### Cell outlines without signal wires, run 1

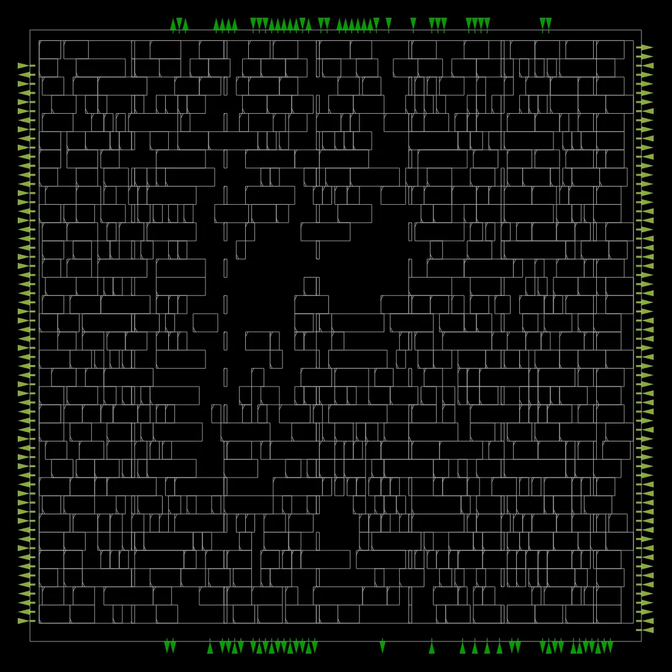
### Cell density map, run 1

Bar = 20 um. The die is cut into 9 by 9 equal tiles; white is low, dark blue is high, 0 to 100% covered.
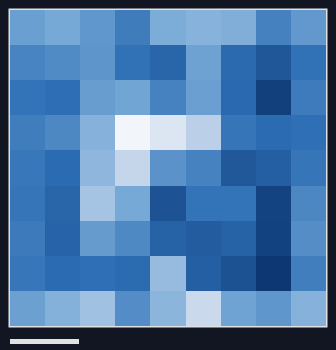
### PDN straps and rails, run 1

Bar = 20 um. Pins as bars on the die edge. Tap cells in gray.
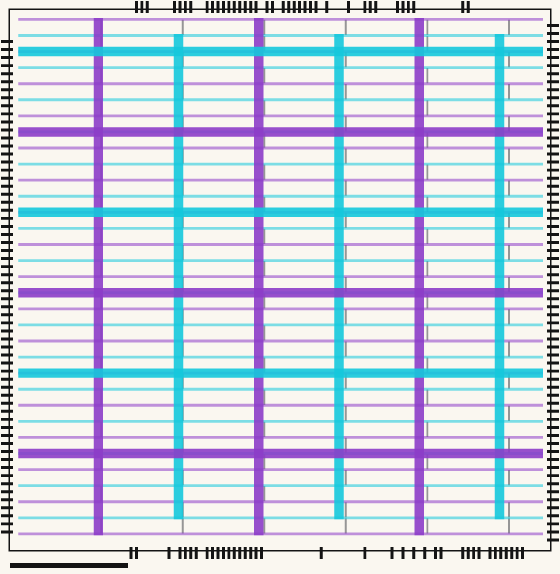
### Register map, names as in the netlist, run 1

Bar = 20 um. Other sequential cells in the stronger gray, the rest of the logic in the fainter gray.
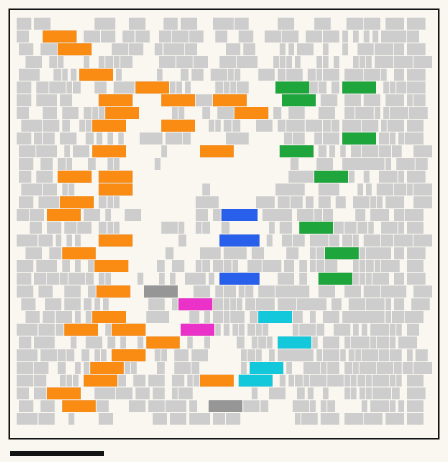
[config.mk]
export PLATFORM = sky130hd
export DESIGN_NAME = hier_icache_flush_sequencer_flat
export DESIGN_NICKNAME = d
export VERILOG_FILES = /design/src/rtl/hier_icache_flush_sequencer_pkg.sv /design/src/rtl/hier_icache_flush_sequencer_if.sv /design/src/rtl/hier_icache_flush_sequencer_ack_tracker.sv /design/src/rtl/hier_icache_flush_sequencer.sv /design/src/flat_wrapper.sv
export SDC_FILE = /design/constraint.sdc
export NUM_CORES = 1
export LEC_CHECK = 0
export ABC_AREA = 1
export CORE_UTILIZATION = 36
export CTS_BUF_LIST = sky130_fd_sc_hd__clkbuf_4 sky130_fd_sc_hd__clkbuf_8
export CTS_CLUSTER_DIAMETER = 40
export CTS_CLUSTER_SIZE = 24
export DETAILED_ROUTE_END_ITERATION = 6
export GPL_TIMING_DRIVEN = 0
export PLACE_DENSITY_LB_ADDON = 0.2
export SLEW_MARGIN = 25
export SYNTH_ARGS = -nofsm -noshare
export SYNTH_HDL_FRONTEND = slang
export SYNTH_SLANG_ARGS = --single-unit
[constraint.sdc]
create_clock -name clk_i -period 1.9 [get_ports clk_i]
set_input_delay 0.38 -clock clk_i [delete_from_list [all_inputs] [get_ports clk_i]]
set_output_delay 0.38 -clock clk_i [all_outputs]
set_load 0.05 [all_outputs]
[src/rtl/hier_icache_flush_sequencer_pkg.sv]
// Shared types for the hierarchical I-cache maintenance sequencer:
// command opcodes, FSM states and the opcode width.
package hier_icache_seq_pkg;

  localparam int OP_W = 3;

  typedef enum logic [OP_W-1:0] {
    OP_ENABLE    = 3'd0,
    OP_DISABLE   = 3'd1,
    OP_FLUSH_ALL = 3'd2,
    OP_SEL_FLUSH = 3'd3,
    OP_FLUSH_L1  = 3'd4
  } op_e;

  typedef enum logic [1:0] {
    ST_IDLE,
    ST_L1_PHASE,
    ST_L2_PHASE,
    ST_DONE
  } state_e;

endpackage

[src/rtl/hier_icache_flush_sequencer_if.sv]
// Command and cache-control bus of the I-cache maintenance sequencer.
// The master modport is the sequencer's view; slave is the environment side
// (control register block plus the L1/L2 cache controllers).
interface hier_icache_flush_sequencer_if #(
  parameter int NB_CORES       = 9,
  parameter int NB_CACHE_BANKS = 4
) ();
  import hier_icache_seq_pkg::*;

  logic                      cmd_valid_i;
  logic                      cmd_ready_o;
  logic [OP_W-1:0]           cmd_op_i;
  logic [NB_CORES-1:0]       cmd_core_mask_i;
  logic [31:0]               cmd_addr_i;
  logic                      busy_o;
  logic                      done_o;
  logic                      err_o;

  logic [NB_CORES-1:0]       l1_bypass_req_o;
  logic [NB_CORES-1:0]       l1_flush_req_o;
  logic [NB_CORES-1:0]       l1_sel_flush_req_o;
  logic [31:0]               l1_sel_flush_addr_o;
  logic [NB_CORES-1:0]       l1_bypass_ack_i;
  logic [NB_CORES-1:0]       l1_flush_ack_i;
  logic [NB_CORES-1:0]       l1_sel_flush_ack_i;

  logic [NB_CACHE_BANKS-1:0] l2_enable_req_o;
  logic [NB_CACHE_BANKS-1:0] l2_disable_req_o;
  logic [NB_CACHE_BANKS-1:0] l2_flush_req_o;
  logic [NB_CACHE_BANKS-1:0] l2_sel_flush_req_o;
  logic [31:0]               l2_sel_flush_addr_o;
  logic [NB_CACHE_BANKS-1:0] l2_enable_ack_i;
  logic [NB_CACHE_BANKS-1:0] l2_disable_ack_i;
  logic [NB_CACHE_BANKS-1:0] l2_flush_ack_i;
  logic [NB_CACHE_BANKS-1:0] l2_sel_flush_ack_i;

  modport master (
    input  cmd_valid_i, cmd_op_i, cmd_core_mask_i, cmd_addr_i,
    input  l1_bypass_ack_i, l1_flush_ack_i, l1_sel_flush_ack_i,
    input  l2_enable_ack_i, l2_disable_ack_i, l2_flush_ack_i, l2_sel_flush_ack_i,
    output cmd_ready_o, busy_o, done_o, err_o,
    output l1_bypass_req_o, l1_flush_req_o, l1_sel_flush_req_o, l1_sel_flush_addr_o,
    output l2_enable_req_o, l2_disable_req_o, l2_flush_req_o, l2_sel_flush_req_o,
    output l2_sel_flush_addr_o
  );

  modport slave (
    output cmd_valid_i, cmd_op_i, cmd_core_mask_i, cmd_addr_i,
    output l1_bypass_ack_i, l1_flush_ack_i, l1_sel_flush_ack_i,
    output l2_enable_ack_i, l2_disable_ack_i, l2_flush_ack_i, l2_sel_flush_ack_i,
    input  cmd_ready_o, busy_o, done_o, err_o,
    input  l1_bypass_req_o, l1_flush_req_o, l1_sel_flush_req_o, l1_sel_flush_addr_o,
    input  l2_enable_req_o, l2_disable_req_o, l2_flush_req_o, l2_sel_flush_req_o,
    input  l2_sel_flush_addr_o
  );
endinterface

[src/rtl/hier_icache_flush_sequencer_ack_tracker.sv]
// Pending-acknowledge tracker for one cache level. A load replaces the
// pending vector; otherwise every acked pending line clears at the next edge.
// all_clear_next_o flags that nothing will remain pending after this edge.
module hier_icache_ack_tracker #(
  parameter int WIDTH = 4
) (
  input  logic             clk_i,
  input  logic             rst_i,
  input  logic             load_i,
  input  logic [WIDTH-1:0] load_value_i,
  input  logic [WIDTH-1:0] ack_i,
  output logic [WIDTH-1:0] pending_o,
  output logic             all_clear_next_o
);
  logic [WIDTH-1:0] pending_q, pending_d;
  logic [WIDTH-1:0] remaining;

  assign remaining        = pending_q & ~ack_i;
  assign all_clear_next_o = ~|remaining;
  assign pending_o        = pending_q;

  // Next pending vector: load wins over ack clearing.
  always_comb begin
    // NOTE: default assignment first so every path drives pending_d and no latch is inferred.
    pending_d = remaining;
    if (load_i) pending_d = load_value_i;
  end

  // Pending register with synchronous reset.
  always_ff @(posedge clk_i) begin
    // NOTE: non-blocking assignment so all flops update from pre-edge values.
    if (rst_i) pending_q <= '0;
    else       pending_q <= pending_d;
  end
endmodule

[src/rtl/hier_icache_flush_sequencer.sv]
// Hierarchical I-cache maintenance sequencer: accepts one command, runs the
// L1 phase (per-core) then the L2 phase (per-bank), tracks every ack and
// pulses done_o. Optional per-phase watchdog: HIER_ICACHE_SEQ_TIMEOUT_EN.
module hier_icache_flush_sequencer
  import hier_icache_seq_pkg::*;
#(
  parameter int NB_CORES       = 9,
  parameter int NB_CACHE_BANKS = 4,
  parameter int TIMEOUT_CYCLES = 1024
) (
  input logic                           clk_i,
  input logic                           rst_i,
  hier_icache_flush_sequencer_if.master bus
);
  state_e                    state_q, state_d;
  op_e                       op_q, op_d;
  logic [31:0]               addr_q, addr_d;
  logic                      done_q, done_d;
  logic                      err_q, err_d;

  logic                      l1_load, l1_all_clear;
  logic [NB_CORES-1:0]       l1_load_value, l1_ack, l1_pending;
  logic                      l2_load, l2_all_clear;
  logic [NB_CACHE_BANKS-1:0] l2_load_value, l2_ack, l2_pending;
  logic                      tmo_hit;

`ifdef HIER_ICACHE_SEQ_TIMEOUT_EN
  localparam int CNT_W = (TIMEOUT_CYCLES > 1) ? $clog2(TIMEOUT_CYCLES) : 1;
  logic [CNT_W-1:0] tmo_cnt_q, tmo_cnt_d;

  assign tmo_hit = (tmo_cnt_q == CNT_W'(TIMEOUT_CYCLES - 1));

  // Phase cycle counter: restarts on every state change, counts while a phase holds.
  always_comb begin
    tmo_cnt_d = '0;
    if (state_d == state_q && (state_q == ST_L1_PHASE || state_q == ST_L2_PHASE))
      tmo_cnt_d = tmo_cnt_q + 1'b1;
  end

  // Watchdog counter register.
  always_ff @(posedge clk_i) begin
    if (rst_i) tmo_cnt_q <= '0;
    else       tmo_cnt_q <= tmo_cnt_d;
  end
`else
  assign tmo_hit = 1'b0;
`endif

  // Route only the ack type matching the latched opcode into each tracker.
  always_comb begin
    l1_ack = '0;
    l2_ack = '0;
    case (op_q)
      OP_ENABLE:              l2_ack = bus.l2_enable_ack_i;
      OP_DISABLE:   begin     l1_ack = bus.l1_bypass_ack_i;    l2_ack = bus.l2_disable_ack_i;   end
      OP_FLUSH_ALL: begin     l1_ack = bus.l1_flush_ack_i;     l2_ack = bus.l2_flush_ack_i;     end
      OP_SEL_FLUSH: begin     l1_ack = bus.l1_sel_flush_ack_i; l2_ack = bus.l2_sel_flush_ack_i; end
      OP_FLUSH_L1:            l1_ack = bus.l1_flush_ack_i;
      default: ;
    endcase
  end

  // Next-state, tracker loads and registered status.
  always_comb begin
    state_d       = state_q;
    op_d          = op_q;
    addr_d        = addr_q;
    err_d         = 1'b0;
    l1_load       = 1'b0;
    l1_load_value = bus.cmd_core_mask_i;
    l2_load       = 1'b0;
    l2_load_value = '1;
    case (state_q)
      ST_IDLE: begin
        if (bus.cmd_valid_i) begin
          op_d   = op_e'(bus.cmd_op_i);
          addr_d = bus.cmd_addr_i;
          if (bus.cmd_op_i > OP_FLUSH_L1) begin
            state_d = ST_DONE;
            err_d   = 1'b1;
          end else if (op_e'(bus.cmd_op_i) == OP_ENABLE) begin
            state_d = ST_L2_PHASE;
            l2_load = 1'b1;
          end else begin
            state_d = ST_L1_PHASE;
            l1_load = 1'b1;
          end
        end
      end
      ST_L1_PHASE: begin
        if (l1_all_clear) begin
          if (op_q == OP_FLUSH_L1) begin
            state_d = ST_DONE;
          end else begin
            state_d = ST_L2_PHASE;
            l2_load = 1'b1;
          end
        end else if (tmo_hit) begin
          state_d       = ST_DONE;
          err_d         = 1'b1;
          l1_load       = 1'b1;
          l1_load_value = '0;
        end
      end
      ST_L2_PHASE: begin
        if (l2_all_clear) begin
          state_d = ST_DONE;
        end else if (tmo_hit) begin
          state_d       = ST_DONE;
          err_d         = 1'b1;
          l2_load       = 1'b1;
          l2_load_value = '0;
        end
      end
      default: state_d = ST_IDLE;
    endcase
    done_d = (state_d == ST_DONE);
  end

  // FSM and status registers.
  always_ff @(posedge clk_i) begin
    if (rst_i) begin
      state_q <= ST_IDLE;
      op_q    <= OP_ENABLE;
      addr_q  <= '0;
      done_q  <= 1'b0;
      err_q   <= 1'b0;
    end else begin
      state_q <= state_d;
      op_q    <= op_d;
      addr_q  <= addr_d;
      done_q  <= done_d;
      err_q   <= err_d;
    end
  end

  hier_icache_ack_tracker #(.WIDTH(NB_CORES)) u_l1_tracker (
    .clk_i           (clk_i),
    .rst_i           (rst_i),
    .load_i          (l1_load),
    .load_value_i    (l1_load_value),
    .ack_i           (l1_ack),
    .pending_o       (l1_pending),
    .all_clear_next_o(l1_all_clear)
  );

  hier_icache_ack_tracker #(.WIDTH(NB_CACHE_BANKS)) u_l2_tracker (
    .clk_i           (clk_i),
    .rst_i           (rst_i),
    .load_i          (l2_load),
    .load_value_i    (l2_load_value),
    .ack_i           (l2_ack),
    .pending_o       (l2_pending),
    .all_clear_next_o(l2_all_clear)
  );

  // Pending vectors are only non-zero inside their own phase, so each req
  // type is simply the pending vector gated by the latched opcode.
  assign bus.l1_bypass_req_o    = l1_pending & {NB_CORES{op_q == OP_DISABLE}};
  assign bus.l1_flush_req_o     = l1_pending & {NB_CORES{op_q == OP_FLUSH_ALL || op_q == OP_FLUSH_L1}};
  assign bus.l1_sel_flush_req_o = l1_pending & {NB_CORES{op_q == OP_SEL_FLUSH}};
  assign bus.l2_enable_req_o    = l2_pending & {NB_CACHE_BANKS{op_q == OP_ENABLE}};
  assign bus.l2_disable_req_o   = l2_pending & {NB_CACHE_BANKS{op_q == OP_DISABLE}};
  assign bus.l2_flush_req_o     = l2_pending & {NB_CACHE_BANKS{op_q == OP_FLUSH_ALL}};
  assign bus.l2_sel_flush_req_o = l2_pending & {NB_CACHE_BANKS{op_q == OP_SEL_FLUSH}};

  assign bus.l1_sel_flush_addr_o = addr_q;
  assign bus.l2_sel_flush_addr_o = addr_q;
  assign bus.cmd_ready_o         = (state_q == ST_IDLE) && !rst_i;
  assign bus.busy_o              = (state_q != ST_IDLE);
  assign bus.done_o              = done_q;
  assign bus.err_o               = err_q;
endmodule

[src/flat_wrapper.sv]
// flat-port wrapper written by rule: the top's interface ports become plain ports
module hier_icache_flush_sequencer_flat import hier_icache_seq_pkg::*;
#(
  parameter int NB_CORES       = 9,
  parameter int NB_CACHE_BANKS = 4,
  parameter int TIMEOUT_CYCLES = 1024
)
  (clk_i, rst_i, bus_cmd_valid_i, bus_cmd_op_i, bus_cmd_core_mask_i, bus_cmd_addr_i, bus_l1_bypass_ack_i, bus_l1_flush_ack_i, bus_l1_sel_flush_ack_i, bus_l2_enable_ack_i, bus_l2_disable_ack_i, bus_l2_flush_ack_i, bus_l2_sel_flush_ack_i, bus_cmd_ready_o, bus_busy_o, bus_done_o, bus_err_o, bus_l1_bypass_req_o, bus_l1_flush_req_o, bus_l1_sel_flush_req_o, bus_l1_sel_flush_addr_o, bus_l2_enable_req_o, bus_l2_disable_req_o, bus_l2_flush_req_o, bus_l2_sel_flush_req_o, bus_l2_sel_flush_addr_o);
  hier_icache_flush_sequencer_if #(.NB_CORES(NB_CORES), .NB_CACHE_BANKS(NB_CACHE_BANKS)) bus_i ();
  input logic clk_i;
  input logic rst_i;
  input wire logic [$bits(bus_i.cmd_valid_i)-1:0] bus_cmd_valid_i;
  input wire logic [$bits(bus_i.cmd_op_i)-1:0] bus_cmd_op_i;
  input wire logic [$bits(bus_i.cmd_core_mask_i)-1:0] bus_cmd_core_mask_i;
  input wire logic [$bits(bus_i.cmd_addr_i)-1:0] bus_cmd_addr_i;
  input wire logic [$bits(bus_i.l1_bypass_ack_i)-1:0] bus_l1_bypass_ack_i;
  input wire logic [$bits(bus_i.l1_flush_ack_i)-1:0] bus_l1_flush_ack_i;
  input wire logic [$bits(bus_i.l1_sel_flush_ack_i)-1:0] bus_l1_sel_flush_ack_i;
  input wire logic [$bits(bus_i.l2_enable_ack_i)-1:0] bus_l2_enable_ack_i;
  input wire logic [$bits(bus_i.l2_disable_ack_i)-1:0] bus_l2_disable_ack_i;
  input wire logic [$bits(bus_i.l2_flush_ack_i)-1:0] bus_l2_flush_ack_i;
  input wire logic [$bits(bus_i.l2_sel_flush_ack_i)-1:0] bus_l2_sel_flush_ack_i;
  output wire logic [$bits(bus_i.cmd_ready_o)-1:0] bus_cmd_ready_o;
  output wire logic [$bits(bus_i.busy_o)-1:0] bus_busy_o;
  output wire logic [$bits(bus_i.done_o)-1:0] bus_done_o;
  output wire logic [$bits(bus_i.err_o)-1:0] bus_err_o;
  output wire logic [$bits(bus_i.l1_bypass_req_o)-1:0] bus_l1_bypass_req_o;
  output wire logic [$bits(bus_i.l1_flush_req_o)-1:0] bus_l1_flush_req_o;
  output wire logic [$bits(bus_i.l1_sel_flush_req_o)-1:0] bus_l1_sel_flush_req_o;
  output wire logic [$bits(bus_i.l1_sel_flush_addr_o)-1:0] bus_l1_sel_flush_addr_o;
  output wire logic [$bits(bus_i.l2_enable_req_o)-1:0] bus_l2_enable_req_o;
  output wire logic [$bits(bus_i.l2_disable_req_o)-1:0] bus_l2_disable_req_o;
  output wire logic [$bits(bus_i.l2_flush_req_o)-1:0] bus_l2_flush_req_o;
  output wire logic [$bits(bus_i.l2_sel_flush_req_o)-1:0] bus_l2_sel_flush_req_o;
  output wire logic [$bits(bus_i.l2_sel_flush_addr_o)-1:0] bus_l2_sel_flush_addr_o;
  assign bus_i.cmd_valid_i = bus_cmd_valid_i;
  assign bus_i.cmd_op_i = bus_cmd_op_i;
  assign bus_i.cmd_core_mask_i = bus_cmd_core_mask_i;
  assign bus_i.cmd_addr_i = bus_cmd_addr_i;
  assign bus_i.l1_bypass_ack_i = bus_l1_bypass_ack_i;
  assign bus_i.l1_flush_ack_i = bus_l1_flush_ack_i;
  assign bus_i.l1_sel_flush_ack_i = bus_l1_sel_flush_ack_i;
  assign bus_i.l2_enable_ack_i = bus_l2_enable_ack_i;
  assign bus_i.l2_disable_ack_i = bus_l2_disable_ack_i;
  assign bus_i.l2_flush_ack_i = bus_l2_flush_ack_i;
  assign bus_i.l2_sel_flush_ack_i = bus_l2_sel_flush_ack_i;
  assign bus_cmd_ready_o = bus_i.cmd_ready_o;
  assign bus_busy_o = bus_i.busy_o;
  assign bus_done_o = bus_i.done_o;
  assign bus_err_o = bus_i.err_o;
  assign bus_l1_bypass_req_o = bus_i.l1_bypass_req_o;
  assign bus_l1_flush_req_o = bus_i.l1_flush_req_o;
  assign bus_l1_sel_flush_req_o = bus_i.l1_sel_flush_req_o;
  assign bus_l1_sel_flush_addr_o = bus_i.l1_sel_flush_addr_o;
  assign bus_l2_enable_req_o = bus_i.l2_enable_req_o;
  assign bus_l2_disable_req_o = bus_i.l2_disable_req_o;
  assign bus_l2_flush_req_o = bus_i.l2_flush_req_o;
  assign bus_l2_sel_flush_req_o = bus_i.l2_sel_flush_req_o;
  assign bus_l2_sel_flush_addr_o = bus_i.l2_sel_flush_addr_o;
  hier_icache_flush_sequencer #(.NB_CORES(NB_CORES), .NB_CACHE_BANKS(NB_CACHE_BANKS), .TIMEOUT_CYCLES(TIMEOUT_CYCLES)) u_core (.clk_i(clk_i), .rst_i(rst_i), .bus(bus_i));
endmodule
==> Slide: Implementation Results, run 1 <==
Key Metrics from the Run

Status
  – Status: finished, violations left
  – Failing checks: setup timing

Synth
  – Yosys chip area: 0.002874 mm^2
  – Syn avg cell area: 6.778 um^2
  – Top cells by count: nor2_1, dfxtp_1, o21ai_0
  – Post-Synthesis Cells: 424
  – Yosys simple share: 33.30%
  – Main area contributors: dfxtp_1, nor2_1, buf_4
  – Floorplan Nets: 516
  – Main synth FF type: dfxtp_1
  – Yosys top cell by area: dfxtp_1
  – Synth warn: 0

Setup path
  – Worst r2r src: u_core.op_q[0]$_SDFFE_PP0P_
  – Cells along the critical path: inv_6 -> nand3_4 -> buf_4 -> nor2_1 -> clkbuf_4
  – Top delay family on crit path: buffers and inverters
  – R2R depth: 13

Power and ir drop
  – Net Sw Frac: 50.23%
  – Gate power share: 63.0%
  – Static leakage power: 2.715 nW
  – Maximum VDD drop: 0.0006941 V
  – Main power group: combinational logic
  – Seq pwr share: 26.4%
  – PD cells: 1053 mW/mm^2

Placed design
  – Dpl ws: -0.5297 ns
  – Placed instance area: 0.005009 mm^2
  – I/O Buffers: 200
  – Final RePlAce weighted congestion: 0.8161

Timing
  – Worst Max-Slew Pin Slew: 0.5548 ns
  – Final Cycle Share: 100.6%
  – Final-report setup violation count: 1
  – Fin crit period: 1.912 ns
  – RSZ-0062 raised after global routing: true
  – Setup WS post-layout: -0.01167 ns
  – TNS Setup: -0.01167 ns

Clocking
  – Clk root buf: clkbuf_8
  – Hold_buf cts: 0
  – Clock sink count: 52
  – H-tree lvl count: 2

GRT
  – Grt met1 use: 26.33%
  – Gr ovfl total: 0
  – Met2 Usage GRT: 41.22%

Routing
  – Final ANT Viol Nets: 0
  – Met2 wire length: 5.058 mm
  – Post-route DRC violation count: 0
  – First-pass DRT Iterations: 4
  – Total wire length: 10.08 mm

Floorplanning
  – Die width: 91.35 um
  – Chip area: 0.008345 mm^2

Cells and area
  – Top class by area: buffers
  – Most frequent cells in the layout: nor2_1, clkdlybuf4s50_1, buf_4
Back to the opening pictures, 'Cell outlines without signal wires':
Seq/total area: 19.27%
tap cell count: 102
final core utilization: 70.48%
Core ar.: 0.007727 mm^2
Post-Layout Cell Count: 747

Back to the opening pictures, 'Cell density map':
The emptiest ninth of the die: center. The fullest tile reaches 97%. The mean over all tiles is 64%. 28% of the tiles are over 75% full.
floorplan utilization: 37.19%

Back to the opening pictures, 'PDN straps and rails':
Cyan is VDD. Purple is VSS.
33 met1 rails follow the rows. 201 signal pins sit on the boundary.

Back to the opening pictures, 'Register map, names as in the netlist':
Blue is `u_core.op_q`, flops 3. Magenta is `u_core.state_q`, flops 2. Green is `u_core.u_l1_tracker.pending_o`, flops 9. Cyan is `u_core.u_l2_tracker.pending_o`, flops 4, where south. Orange is `u_core.bus.l1_sel_flush_addr_o`, flops 32.
Another 2 sequential cells are not colored.

-- run 1: sequential cells by signal (all words and copies together), names as in the netlist --
name and count:
u_core.bus.l1_sel_flush_addr_o 32, u_core.u_l1_tracker.pending_o 9, u_core.u_l2_tracker.pending_o 4, u_core.op_q 3, u_core.state_q 2, u_core.bus.done_o 1, u_core.bus.err_o 1
-- run 1: worst max path at each step --
stage | to | slack, ns | cells past startpoint
floorplan | bus_l1_flush_req_o[0] | -0.06 | 6
detailed placement | bus_l1_flush_req_o[4] | -0.53 | 7
global placement | bus_l1_flush_req_o[4] | -0.50 | 7
global route | u_core.state_q[0]$_SDFF_PP0_ | -0.08 | 13
CTS | bus_l2_enable_req_o[2] | -0.07 | 7
finish | bus_l1_bypass_req_o[6] | -0.01 | 5
### I/O nets highlighted, run 1

Bar = 20 um.
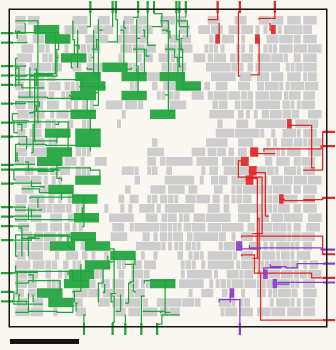

==> inputs of run 2 (changes only) <==
- CORE_UTILIZATION: 36 -> 37
- SYNTH_HIERARCHICAL: not set -> 1
### I/O nets highlighted, run 2

Bar = 20 um.
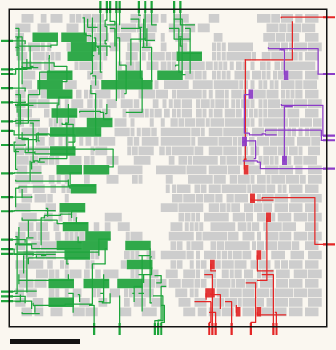
Green is `bus_l2_sel_flush_addr_o`, bits 32, direction output, end cells 32, buffers 64, wire 1250 um. Purple is `bus_l2_disable_ack_i`, bits 4, direction input, end cells 4, buffers 4, wire 152 um. Red is `bus_l1_sel_flush_ack_i`, bits 9, direction input, end cells 9, buffers 9, wire 241 um.

### PDN straps and rails, run 2

Bar = 20 um. Pins as bars on the die edge. Tap cells in gray.
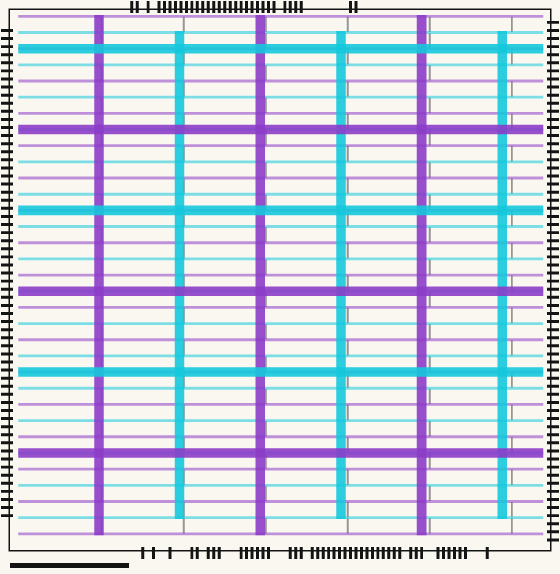
Purple is VSS. Cyan is VDD.
The core has 32 rows. 6 straps on met5. 33 met1 rails follow the rows. 201 signal pins sit on the boundary. 102 tap cells.

==> run 2 against run 1 <==
Compared with the run above: the flow still finishes with violations (setup timing); sequential share of layout area decreased by 1.5 points; worst setup slack worse by 0.20 ns; clock power grew 8.4%; wire length is 16% higher; utilization up 6.3 points; sequential cell count unchanged; die size decreased by 1.2%; cell count rose by 7.2%; critical path depth rose by 10; clock-buffer cell count unchanged; cell area up 8.4%; synthesized cell count increased by 7.3%; critical path type is now reg2reg; largest power group unchanged; highest routed layer unchanged.
==> Slide: Implementation Results, run 2 <==
Key Metrics from the Run

Status
  – Status: finished, violations left
  – Failing checks: setup timing

Floorplanning
  – Floorplan utilization: 37.97% (+0.78 points)
  – Die width: 90.82 um (-0.58%)
  – Core ar.: 0.007687 mm^2 (-0.52%)
  – Tap cell count: 102 (unchanged)
  – Chip area: 0.008248 mm^2 (-1.2%)

Placed design
  – I/O Buffers: 200 (unchanged)
  – Placed instance area: 0.005067 mm^2 (+1.2%)
  – Final RePlAce weighted congestion: 0.8453 (+3.6%)
  – Dpl ws: -0.5070 ns (+0.02268 ns)

Cells and area
  – Max reg flops: 32 (unchanged)
  – Fill cells: 542
  – Most numerous logic cell after layout: clkdlybuf4s50_1
  – Area growth syn-to-layout: 102.3%
  – Most frequent cells in the layout: clkdlybuf4s50_1, nor2_1, nand2_1
  – Non-Clock Buffer Count: 281
  – ANT cells: 0
  – Final core utilization: 76.82% (+6.3 points)
  – Nets@finish: 791
  – Seq/total area: 17.82% (-1.5 points)
  – Top class by area: buffers
  – Fin area: 0.005906 mm^2
  – Post-Layout Cell Count: 801 (+7.2%)

Setup path
  – Worst r2r src: u_core/op_q[0]$_SDFFE_PP0P_
  – Top delay family on crit path: simple AND/OR/NAND/NOR gates
  – Worst endpoint data arrival time: 2.35 ns
  – Worst setup path end: u_core/u_l2_tracker/pending_o[1]$_SDFF_PP0_
  – R2R depth: 15 (+2)
  – Cells along the critical path: nor2_1 -> nand2_2 -> nand2_8 -> buf_6 -> nand2_1 -> nand3_1 -> inv_1 -> nand2_1 -> nand3_2 -> nor2_2 -> nand2_1 -> o21ai_1 -> buf_4 -> a21oi_1 -> nor2_1
  – WP depth: 15 (+10)
  – CP startpoint kind: register
  – CP Data Required Time: 2.14 ns

Timing
  – RSZ-0062 raised after global routing: true
  – Setup WS post-layout: -0.2152 ns (-0.2035 ns)
  – TNS Setup: -1.561 ns (-1.550 ns)
  – Worst Max-Slew Pin Slew: 0.5265 ns (-0.02831 ns)
  – Fin crit period: 2.115 ns (+0.2035 ns)
  – Final Cycle Share: 111.3% (+11 points)
  – Final-report setup violation count: 29 (+28)

Routing
  – First-pass DRT Iterations: 4 (unchanged)
  – Total wire length: 11.69 mm (+16%)
  – Final ANT Viol Nets: 0 (unchanged)

Power and ir drop
  – Clk pwr share: 9.2%
  – Static leakage power: 3.043 nW (+12%)
  – Clk power: 0.660 mW
  – Gate power share: 68.0% (+5.0 points)
  – Main power group: combinational logic
  – Maximum VDD drop: 0.0008068 V (+16%)
  – Seq pwr share: 22.8% (-3.6 points)
  – Net Sw Frac: 52.33% (+2.1 points)
  – PD cells: 1217 mW/mm^2 (+16%)

GRT
  – First-pass GRT wire length: 16.04 mm
  – Gr ovfl total: 0 (unchanged)
  – Initial antenna violation count: 0
  – Total track usage: 23.94%
  – Vias in the first global route: 3429

Synth
  – Synthesized registers: 52
  – Main area contributors: dfxtp_1, nor2_1, nand2_1
  – Syn avg cell area: 6.415 um^2 (-5.4%)
  – Yosys cell count: 455
  – Post-Synthesis Cells: 455 (+7.3%)
  – Yosys top cell by area: dfxtp_1
  – Top cells by count: nor2_1, nand2_1, inv_1
  – Yosys chip area: 0.002919 mm^2 (+1.6%)
  – Main synth FF type: dfxtp_1
  – Synth warn: 6 (+6)

Clocking
  – H-tree lvl count: 2 (unchanged)
  – Clock sink count: 52 (unchanged)
  – Hold_buf cts: 0 (unchanged)
  – Clk root buf: clkbuf_8
==> run 2: cell types whose count changed after synthesis, sizes merged, moves of 5 or more <==
| cell | change |
|---|---|
| a21oi | +11 |
| clkbuf | -5 |
| inv | +14 |
| nand4 | -11 |
| nor2 | -13 |
| nand2 | +41 |
| o21ai | -7 |
==> run 2: logic make-up after synthesis <==
group | share of synthesized area [%]
other | 0.1285
flip-flops | 35.66
AND/OR/NAND/NOR | 31.68
adder cells (fa/ha/maj) | 1.286
AND-OR/OR-AND | 12.09
buffers and inverters | 19.16
==> run 2: per-layer routing <==
layer | vias to the layer above | routed length, um | track usage [%]
met2 | 191 | 6180 | 45.52
li1 | 1833 | - | -
met4 | 0 | 388 | 6.746
met5 | - | 0 | 0
met3 | 33 | 909 | 5.471
met1 | 1757 | 4209 | 26.27
### Register map, names as in the netlist, run 2

Bar = 20 um. Other sequential cells in the stronger gray, the rest of the logic in the fainter gray.
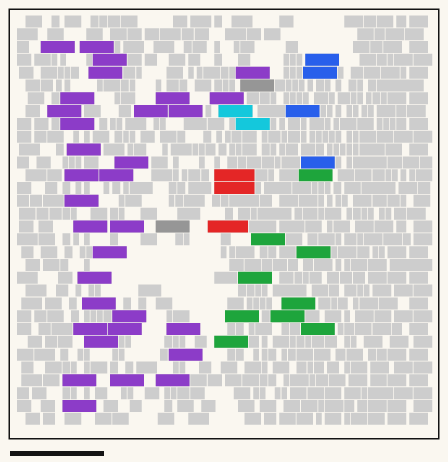

==> inputs of run 3 (changes only) <==
- CORE_UTILIZATION: 37 -> 36
- CTS_BUF_LIST: sky130_fd_sc_hd__clkbuf_4 sky130_fd_sc_hd__clkbuf_8 -> sky130_fd_sc_hd__clkbuf_2
- SYNTH_HIERARCHICAL: 1 -> not set
### Register map, names as in the netlist, run 3

Bar = 20 um. Other sequential cells in the stronger gray, the rest of the logic in the fainter gray.
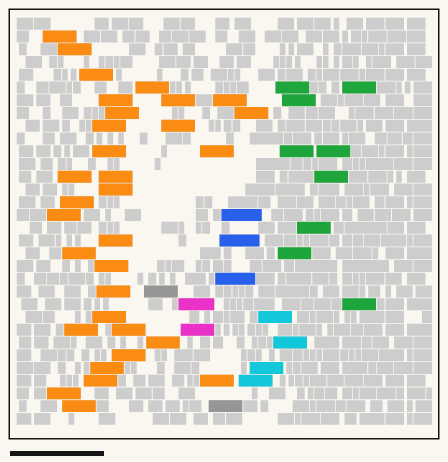
Green is `u_core.u_l1_tracker.pending_o`, flops 9. Orange is `u_core.bus.l1_sel_flush_addr_o`, flops 32. Magenta is `u_core.state_q`, flops 2. Cyan is `u_core.u_l2_tracker.pending_o`, flops 4, where south. Blue is `u_core.op_q`, flops 3.
Another 2 sequential cells are not colored.
Seq/total area: 18.32%
Sequential Power: 1.52 mW
sequential cell area: 0.001054 mm^2
final core utilization: 74.43%

### PDN straps and rails, run 3

Bar = 20 um. Pins as bars on the die edge. Tap cells in gray.
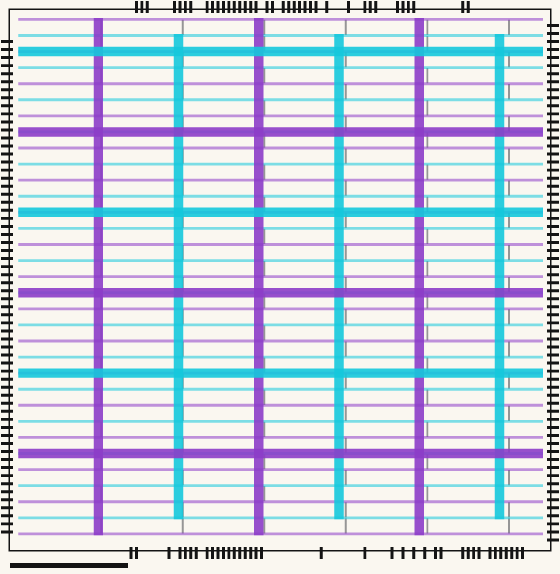
Cyan is VDD. Purple is VSS.
33 met1 rails follow the rows. 201 signal pins sit on the boundary.

==> run 3 against run 2 <==
Compared with the run above: the run still ends with setup timing left; wire length increased by 2.7%; via count decreased by 3.2%; clock skew increased by 0.019 ns; largest power group unchanged; combinational power decreased by 21%; critical path type is now reg2out.
==> Slide: Implementation Results, run 3 <==
Key Metrics from the Run

Clocking
  – Hold_buf cts: 0 (unchanged)
  – Clock sink count: 52 (unchanged)
  – H-tree lvl count: 2 (unchanged)
  – Clk root buf: clkbuf_2

Timing
  – Final Cycle Share: 109.8% (-1.5 points)
  – TNS Setup: -3.997 ns (-2.436 ns)
  – Worst Max-Slew Pin Slew: 0.5557 ns (+0.02924 ns)
  – Final-report setup violation count: 45 (+55%)
  – Setup WS post-layout: -0.1869 ns (+0.02821 ns)

GRT
  – Total track usage: 25.76% (+1.8 points)
  – Busiest grt layer: met2
  – First-pass GRT wire length: 16.95 mm (+5.7%)
  – Initial antenna violation count: 0 (unchanged)
  – Met2 Usage GRT: 48.67% (+3.2 points)
  – Met3 Use GR: 7.035% (+1.6 points)
  – Vias in the first global route: 3534 (+3.1%)
  – Gr ovfl total: 0 (unchanged)

Synth
  – Yosys cell count: 424 (-6.8%)
  – Post-Synthesis Cells: 424 (-6.8%)
  – Yosys top cell by area: dfxtp_1
  – Top cells by count: nor2_1, dfxtp_1, o21ai_0
  – Yosys chip area: 0.002874 mm^2 (-1.5%)
  – Main synth FF type: dfxtp_1

Floorplanning
  – Core ar.: 0.007727 mm^2 (+0.52%)
  – Die width: 91.35 um (+0.58%)
  – Chip area: 0.008345 mm^2 (+1.2%)

Placed design
  – Placed instance area: 0.005009 mm^2 (-1.2%)
  – Final RePlAce weighted congestion: 0.8161 (-3.5%)
  – I/O Buffers: 200 (unchanged)

Status
  – Status: finished, violations left
  – Failing checks: setup timing

Routing
  – First-pass DRT Iterations: 4 (unchanged)
  – Wl on met1: 4.485 mm (+6.6%)
  – Final ANT Viol Nets: 0 (unchanged)
  – Met2 wire length: 5.938 mm (-3.9%)
  – Met3 routed WL: 1.115 mm (+23%)

Setup path
  – WP depth: 6 (-9)
  – Worst setup path end: bus_l1_bypass_req_o[6]
  – Cells along the critical path: buf_12 -> inv_8 -> nand3_4 -> buf_8 -> nor2_4 -> buf_8
  – Top delay family on crit path: buffers and inverters
  – R2R depth: 14 (-1)
  – Worst endpoint data arrival time: 1.71 ns (-0.64 ns)

Power and ir drop
  – Static leakage power: 2.561 nW (-16%)
  – Maximum VDD drop: 0.0007039 V (-13%)

Cells and area
  – Non-Clock Buffer Count: 274 (-2.5%)
  – Max reg flops: 32 (unchanged)
  – Area growth syn-to-layout: 100.1%
  – Nets@finish: 748 (-5.4%)
  – Fill cells: 558 (+3.0%)
  – Most frequent cells in the layout: clkdlybuf4s50_1, nor2_1, dfxtp_1
  – Post-Layout Cell Count: 758 (-5.4%)
  – Top class by area: buffers
  – ANT cells: 0 (unchanged)
==> run 3: cell types whose count changed in the layout (fill, tap and decap cells not counted), moves of 9 or more <==
cell,delta
buf_4,-14
buf_8,+9
clkbuf_2,+11
clkdlybuf4s15_1,+23
dlymetal6s2s_1,-21
inv_2,-9
nand2_1,-29
nand2_2,-12
nand4_1,+9
nor2_4,+15
==> run 3: power by group <==
group | internal [mW] | switching (mW) | total [mW]
registers | 1.33 | 0.194 | 1.52
clock network | 0.0877 | 0.334 | 0.422
logic | 1.31 | 2.55 | 3.86
==> run 3: cell families (layout without fill, tap and decap cells) <==
group / after synthesis / after routing / share of synthesized area [%]
buf+inv: 98 / 330 / 18.28
fa+ha+maj: 2 / 2 / 0.8706
compound gates: 65 / 65 / 11.32
simple gates: 207 / 207 / 33.30
flops: 52 / 52 / 36.22
Power is estimated from default activity; no workload was simulated.
